$ cat src/rtl/rx_frame_receiver_if.sv
// Serial receiver bundle: line input plus the deserialised word and status pulses.
// err_count is present only when RX_ERR_CNT_EN is defined.
interface rx_frame_receiver_if #(
  parameter int BIT_LEN = 7
);
  logic               channel_in;
  logic [BIT_LEN-1:0] data_out;
  logic               valid;
  logic               parity_err;
  logic               frame_err;
  logic               busy;
`ifdef RX_ERR_CNT_EN
  logic [7:0]         err_count;

  modport master (
    input  channel_in,
    output data_out, valid, parity_err, frame_err, busy, err_count
  );
  modport slave (
    output channel_in,
    input  data_out, valid, parity_err, frame_err, busy, err_count
  );
`else
  modport master (
    input  channel_in,
    output data_out, valid, parity_err, frame_err, busy
  );
  modport slave (
    output channel_in,
    input  data_out, valid, parity_err, frame_err, busy
  );
`endif
endinterface

$ cat src/rtl/rx_frame_receiver.sv
// Same-clock serial frame receiver: start | BIT_LEN data (LSB first) | even parity | stop.
// Optional saturating error counter enabled by RX_ERR_CNT_EN.
module rx_frame_receiver #(
  parameter int BIT_LEN = 7
) (
  input logic                 clk,
  input logic                 rst,
  rx_frame_receiver_if.master bus
);
  localparam int CNT_W = $clog2(BIT_LEN + 1);
  localparam logic [CNT_W-1:0] LAST_CNT = CNT_W'(BIT_LEN - 1);

  typedef enum logic [1:0] {
    IDLE   = 2'd0,
    DATA   = 2'd1,
    PARITY = 2'd2,
    STOP   = 2'd3
  } state_t;

  function automatic logic even_parity(input logic [BIT_LEN-1:0] word);
    return ^word;
  endfunction

  state_t             state_r, state_s;
  logic [CNT_W-1:0]   cnt_r, cnt_s;
  logic [BIT_LEN-1:0] shift_r, shift_s;
  logic               p_rx_r, p_rx_s;
  logic [BIT_LEN-1:0] data_r, data_s;
  logic               valid_r, valid_s;
  logic               parity_err_r, parity_err_s;
  logic               frame_err_r, frame_err_s;
  logic               busy_r, busy_s;
`ifdef RX_ERR_CNT_EN
  logic [7:0]         err_cnt_r, err_cnt_s;
`endif

  // Next-state, datapath and registered-output computation
  always_comb begin
    state_s      = state_r;
    cnt_s        = cnt_r;
    shift_s      = shift_r;
    p_rx_s       = p_rx_r;
    data_s       = data_r;
    valid_s      = 1'b0;
    parity_err_s = 1'b0;
    frame_err_s  = 1'b0;
    case (state_r)
      IDLE: begin
        if (bus.channel_in) begin
          state_s = DATA;
          cnt_s   = {CNT_W{1'b0}};
        end else begin
          state_s = IDLE;
        end
      end
      DATA: begin
        for (int i = 0; i < BIT_LEN; i++) begin
          if (cnt_r == CNT_W'(i)) begin
            shift_s[i] = bus.channel_in;
          end else begin
            shift_s[i] = shift_r[i];
          end
        end
        cnt_s = cnt_r + CNT_W'(1);
        if (cnt_r == LAST_CNT) begin
          state_s = PARITY;
        end else begin
          state_s = DATA;
        end
      end
      PARITY: begin
        p_rx_s  = bus.channel_in;
        state_s = STOP;
      end
      STOP: begin
        // Framing takes precedence: parity of a mis-framed word is meaningless
        state_s = IDLE;
        if (!bus.channel_in) begin
          frame_err_s = 1'b1;
        end else if (p_rx_r != even_parity(shift_r)) begin
          parity_err_s = 1'b1;
        end else begin
          data_s  = shift_r;
          valid_s = 1'b1;
        end
      end
      default: begin
        state_s = IDLE;
      end
    endcase
    busy_s = (state_s != IDLE);
`ifdef RX_ERR_CNT_EN
    if ((parity_err_s || frame_err_s) && (err_cnt_r != 8'hFF)) begin
      err_cnt_s = err_cnt_r + 8'd1;
    end else begin
      err_cnt_s = err_cnt_r;
    end
`endif
  end

  // State and output registers with asynchronous reset
  always_ff @(posedge clk or posedge rst) begin
    if (rst) begin
      state_r      <= IDLE;
      cnt_r        <= {CNT_W{1'b0}};
      shift_r      <= {BIT_LEN{1'b0}};
      p_rx_r       <= 1'b0;
      data_r       <= {BIT_LEN{1'b0}};
      valid_r      <= 1'b0;
      parity_err_r <= 1'b0;
      frame_err_r  <= 1'b0;
      busy_r       <= 1'b0;
`ifdef RX_ERR_CNT_EN
      err_cnt_r    <= 8'h00;
`endif
    end else begin
      state_r      <= state_s;
      cnt_r        <= cnt_s;
      shift_r      <= shift_s;
      p_rx_r       <= p_rx_s;
      data_r       <= data_s;
      valid_r      <= valid_s;
      parity_err_r <= parity_err_s;
      frame_err_r  <= frame_err_s;
      busy_r       <= busy_s;
`ifdef RX_ERR_CNT_EN
      err_cnt_r    <= err_cnt_s;
`endif
    end
  end

  assign bus.data_out   = data_r;
  assign bus.valid      = valid_r;
  assign bus.parity_err = parity_err_r;
  assign bus.frame_err  = frame_err_r;
  assign bus.busy       = busy_r;
`ifdef RX_ERR_CNT_EN
  assign bus.err_count  = err_cnt_r;
`endif
endmodule
$ cat src/flat_wrapper.sv
// flat-port wrapper written by rule: the top's interface ports become plain ports
module rx_frame_receiver_flat 
#(
  parameter int BIT_LEN = 7
)
  (clk, rst, bus_channel_in, bus_data_out, bus_valid, bus_parity_err, bus_frame_err, bus_busy);
  rx_frame_receiver_if #(.BIT_LEN(BIT_LEN)) bus_i ();
  input logic clk;
  input logic rst;
  input wire logic [$bits(bus_i.channel_in)-1:0] bus_channel_in;
  output wire logic [$bits(bus_i.data_out)-1:0] bus_data_out;
  output wire logic [$bits(bus_i.valid)-1:0] bus_valid;
  output wire logic [$bits(bus_i.parity_err)-1:0] bus_parity_err;
  output wire logic [$bits(bus_i.frame_err)-1:0] bus_frame_err;
  output wire logic [$bits(bus_i.busy)-1:0] bus_busy;
  assign bus_i.channel_in = bus_channel_in;
  assign bus_data_out = bus_i.data_out;
  assign bus_valid = bus_i.valid;
  assign bus_parity_err = bus_i.parity_err;
  assign bus_frame_err = bus_i.frame_err;
  assign bus_busy = bus_i.busy;
  rx_frame_receiver #(.BIT_LEN(BIT_LEN)) u_core (.clk(clk), .rst(rst), .bus(bus_i));
endmodule
$ cat config.mk
export PLATFORM = sky130hd
export DESIGN_NAME = rx_frame_receiver_flat
export DESIGN_NICKNAME = d
export VERILOG_FILES = /design/src/rtl/rx_frame_receiver_if.sv /design/src/rtl/rx_frame_receiver.sv /design/src/flat_wrapper.sv
export SDC_FILE = /design/constraint.sdc
export NUM_CORES = 1
export LEC_CHECK = 0
export CAP_MARGIN = 0
export CORE_MARGIN = 2
export CORE_UTILIZATION = 56
export CTS_BUF_LIST = sky130_fd_sc_hd__clkbuf_16
export DETAILED_ROUTE_END_ITERATION = 16
export PLACE_DENSITY_LB_ADDON = 0.15
export SLEW_MARGIN = 30
export SYNTH_ARGS = -nofsm -noshare
export SYNTH_HDL_FRONTEND = slang
export SYNTH_SLANG_ARGS = --single-unit
$ cat constraint.sdc
create_clock -name clk -period 2.2 [get_ports clk]
set_input_delay 0.55 -clock clk [delete_from_list [all_inputs] [get_ports clk]]
set_output_delay 0.55 -clock clk [all_outputs]
set_load 0.02 [all_outputs]
### Met1 routing, run 1

Supply wires on this layer in gray.
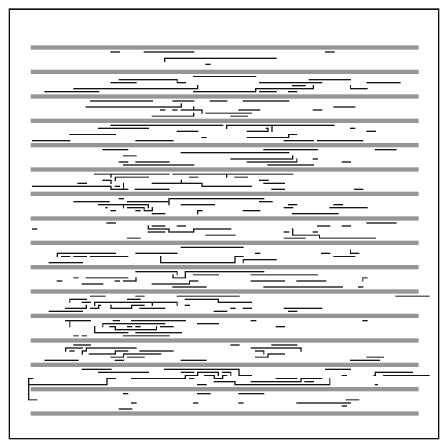
The wires run mostly horizontal. The layer carries 791 um of wire.

### M2 wires, run 1

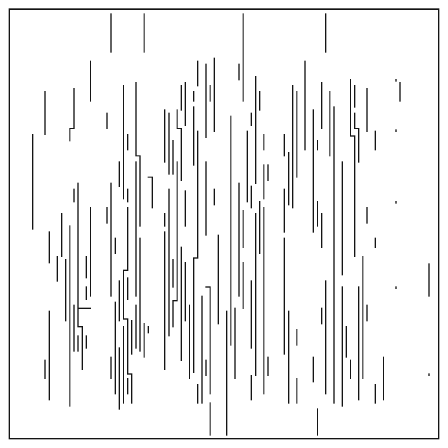
The layer carries 955 um of wire. The longest straight run is 33.0 um. The layer holds 53% of the routed length. 94 nets have wire on it. The wires run mostly vertical.

==> ci_impl_report.md, run 1 <==
### Yosys + OpenROAD results

| Metric | Value |
|---|---|
| Fillcell total | `around 130` |
| Met1 global-route usage | `0.285` |
| Via count | `roughly 670` |
| Hold path depth | `1` |
| Psw | `~760 uW` |
| Compound-gate portion of the synthesized area | `0.0409` |
| Data buffer area share | `0.110` |
| Vias in the first global route | `656` |
| Top-count cell post-synth | `dfrtp_1` |
| Internal | `1.37 mW` |
| Largest type area fraction | `0.561` |
| Met2 Use GR | `0.341` |
| Seq area share | `0.457` |
| Met3 Use GR | `0.0226` |
| Most instantiated logic cells after routing | `dfrtp_1, mux2_2, clkdlybuf4s50_1` |
| CP endpoint kind | `output pin` |
| Top Layer Used | `met4` |
| Final core utilization | `0.745` |
| Startpoint Class | `flip-flop` |
| Area Growth Syn to Fin | `22.8%` |
| Max IR drop VDD | `0.000989 V` |
| Netlist Area Pre-Place | `1070 sq um` |
| FP Util | `0.606` |
| Logic area | `443 sq um` |
| Crit share post-route | `0.799` |
| Placed insts | `123` |
| Tapcell Cnt | `25` |
| Yosys warnings | `0` |
| Total GRT Usage | `0.208` |
| Die Ht | `47.7 um` |
| RSZ-0062 raised after global routing | `false` |
| Avg Cell Area, Syn | `approximately 12 sq um` |
| Inverters | `4` |
| Wl on met1 | `790 um` |
| Simple share | `0.0994` |
| Final Hold Vio Count | `0` |
| Drt wl/cell | `14.1 um` |
| Status | `finished, final reports clean` |
| Maximum fanout along the worst path | `2` |
| Mi-comb count | `55` |
| Met2 wire length | `954 um` |
### The metal 3 layer, run 1

Bar = 10 um.
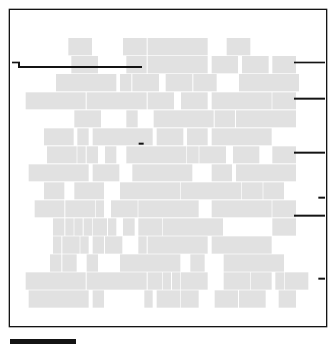
7 nets have wire on it. The layer holds 2.2% of the routed length. The layer carries 39.1 um of wire. The wires run mostly horizontal.

[run 1: worst max path at each step]
stage                           start                     end  slack (ns)  cells past startpoint
6_report       u_core.bus.data_out[6]         bus_data_out[6]        0.44                      1
5_1_grt        u_core.bus.data_out[4]         bus_data_out[4]        0.39                      1
4_1_cts        u_core.bus.data_out[4]         bus_data_out[4]        0.43                      1
3_5_place_dp           bus_channel_in  u_core.bus.data_out[4]        0.26                      4
3_3_place_gp           bus_channel_in  u_core.bus.data_out[5]        0.30                      4
2_1_floorplan       u_core.shift_r[3]  u_core.bus.data_out[0]        0.71                      5
[run 1: power groups by stage]
stage	registers (mW)	logic [mW]	clock network, mW
after detailed placement	0.801	0.951	0
after global placement	0.791	0.920	0
after floorplan	0.824	0.655	0
after CTS	0.797	0.971	0.383
after global routing	0.829	1.06	0.402
final	0.794	0.954	0.380
### The clock network, run 1

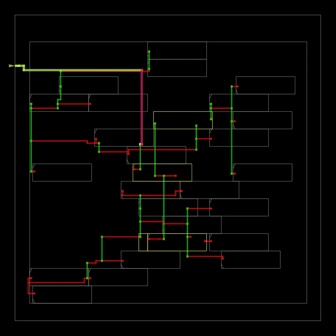

==> run 1 -> run 2 <==
--- a/config.mk
+++ b/config.mk
@@ -7,7 +7,7 @@
 export LEC_CHECK = 0
 export CAP_MARGIN = 0
 export CORE_MARGIN = 2
-export CORE_UTILIZATION = 56
+export CORE_UTILIZATION = 52
 export CTS_BUF_LIST = sky130_fd_sc_hd__clkbuf_16
 export DETAILED_ROUTE_END_ITERATION = 16
 export PLACE_DENSITY_LB_ADDON = 0.15
==> constraint.sdc (replaced) <==
create_clock -name clk -period 1.8 [get_ports clk]
set_input_delay 0.45 -clock clk [delete_from_list [all_inputs] [get_ports clk]]
set_output_delay 0.45 -clock clk [all_outputs]
set_load 0.02 [all_outputs]
### The clock network, run 2

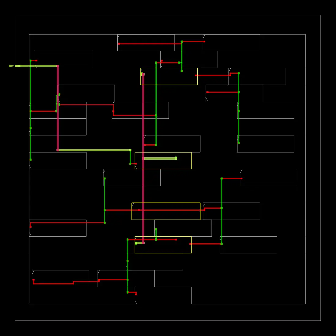
Clk. pwr: 625 uW
# clk buffers: 3
clk sink count: 24

==> run 2 against run 1 <==
  * Worst setup slack got worse by 0.32 ns
  * Clock skew decreased by 0.0015 ns
  * Sequential share of layout area decreased by 1.2 points
  * Critical endpoint is now bus_data_out[5]
==> ci_impl_report.md, run 2 <==
### Yosys + OpenROAD results

| Metric | Value |
|---|---|
| Die Ht | `49.4 um (+3.5%)` |
| Top FF cell, synth | `dfrtp_1` |
| Top power group | `combinational logic` |
| Post-synth regs | `24` |
| Vias in the first global route | `723 (+10%)` |
| Logic area | `443 sq um (unchanged)` |
| Startpoint Class | `flip-flop` |
| Area Growth Syn to Fin | `26.2%` |
| Final core utilization | `0.695 (-0.0494)` |
| Comb power | `1.18 mW (+24%)` |
| Inverters | `4 (unchanged)` |
| Mi-comb count | `55 (unchanged)` |
| Largest type area fraction | `0.561 (unchanged)` |
| Design Power | `around 2.8 mW` |
| Psw | `937 uW (+24%)` |
| Total GRT Usage | `0.187 (-0.0212)` |
| Seq area share | `0.445 (-0.0123)` |
| Drt wl/cell | `14.4 um (+1.8%)` |
| Placed insts | `126 (+2.4%)` |
| Data buffer area share | `0.113 (+0.00259)` |
| Status | `finished, final reports clean` |
| Hold path depth | `1 (unchanged)` |
| Top-count cell post-synth | `dfrtp_1` |
| RSZ-0062 raised after global routing | `false` |
| Cells after synthesis | `86` |
| Via count | `658 (-1.3%)` |
| Netlist Area Pre-Place | `1070 sq um (unchanged)` |
| Compound-gate portion of the synthesized area | `0.0409 (unchanged)` |
| Avg Cell Area, Syn | `12.4 sq um (unchanged)` |
| Internal | `1.83 mW (+34%)` |
| Max IR drop VDD | `0.000987 V (-0.21%)` |
| Final Hold Vio Count | `0 (unchanged)` |
| Yosys warnings | `0 (unchanged)` |
| Most instantiated logic cells after routing | `dfrtp_1, mux2_2, clkdlybuf4s50_1` |
| Fillcell total | `147 (+13%)` |
| FP Util | `0.551 (-0.0555)` |
| CP endpoint kind | `output pin` |
| Seq power | `961 uW (+21%)` |
| Crit share post-route | `0.930` |
## run 2: cell counts after synthesis
No cell type changed its count.
## run 2: worst max-delay path by stage
stage | to | start | slack (ns) | cells past startpoint
floorplan | u_core.bus.data_out[0] | u_core.shift_r[3] | 0.31 | 5
global placement | u_core.bus.data_out[5] | bus_channel_in | -0.004 | 4
detailed placement | u_core.bus.data_out[4] | bus_channel_in | -0.03 | 4
CTS | bus_data_out[5] | u_core.bus.data_out[5] | 0.12 | 1
global route | u_core.bus.data_out[5] | u_core.shift_r[3] | 0.05 | 5
finish | bus_data_out[5] | u_core.bus.data_out[5] | 0.13 | 1
## run 2: layer usage
metal	track usage	vias to the layer above	routed length [um]
met4	0.0857	0	40
met5	0	-	0
met1	0.247	316	845
met2	0.302	13	924
li1	-	324	-
met3	0.0307	5	61
Power figures rest on the tool's default switching activity, not on a simulated workload.
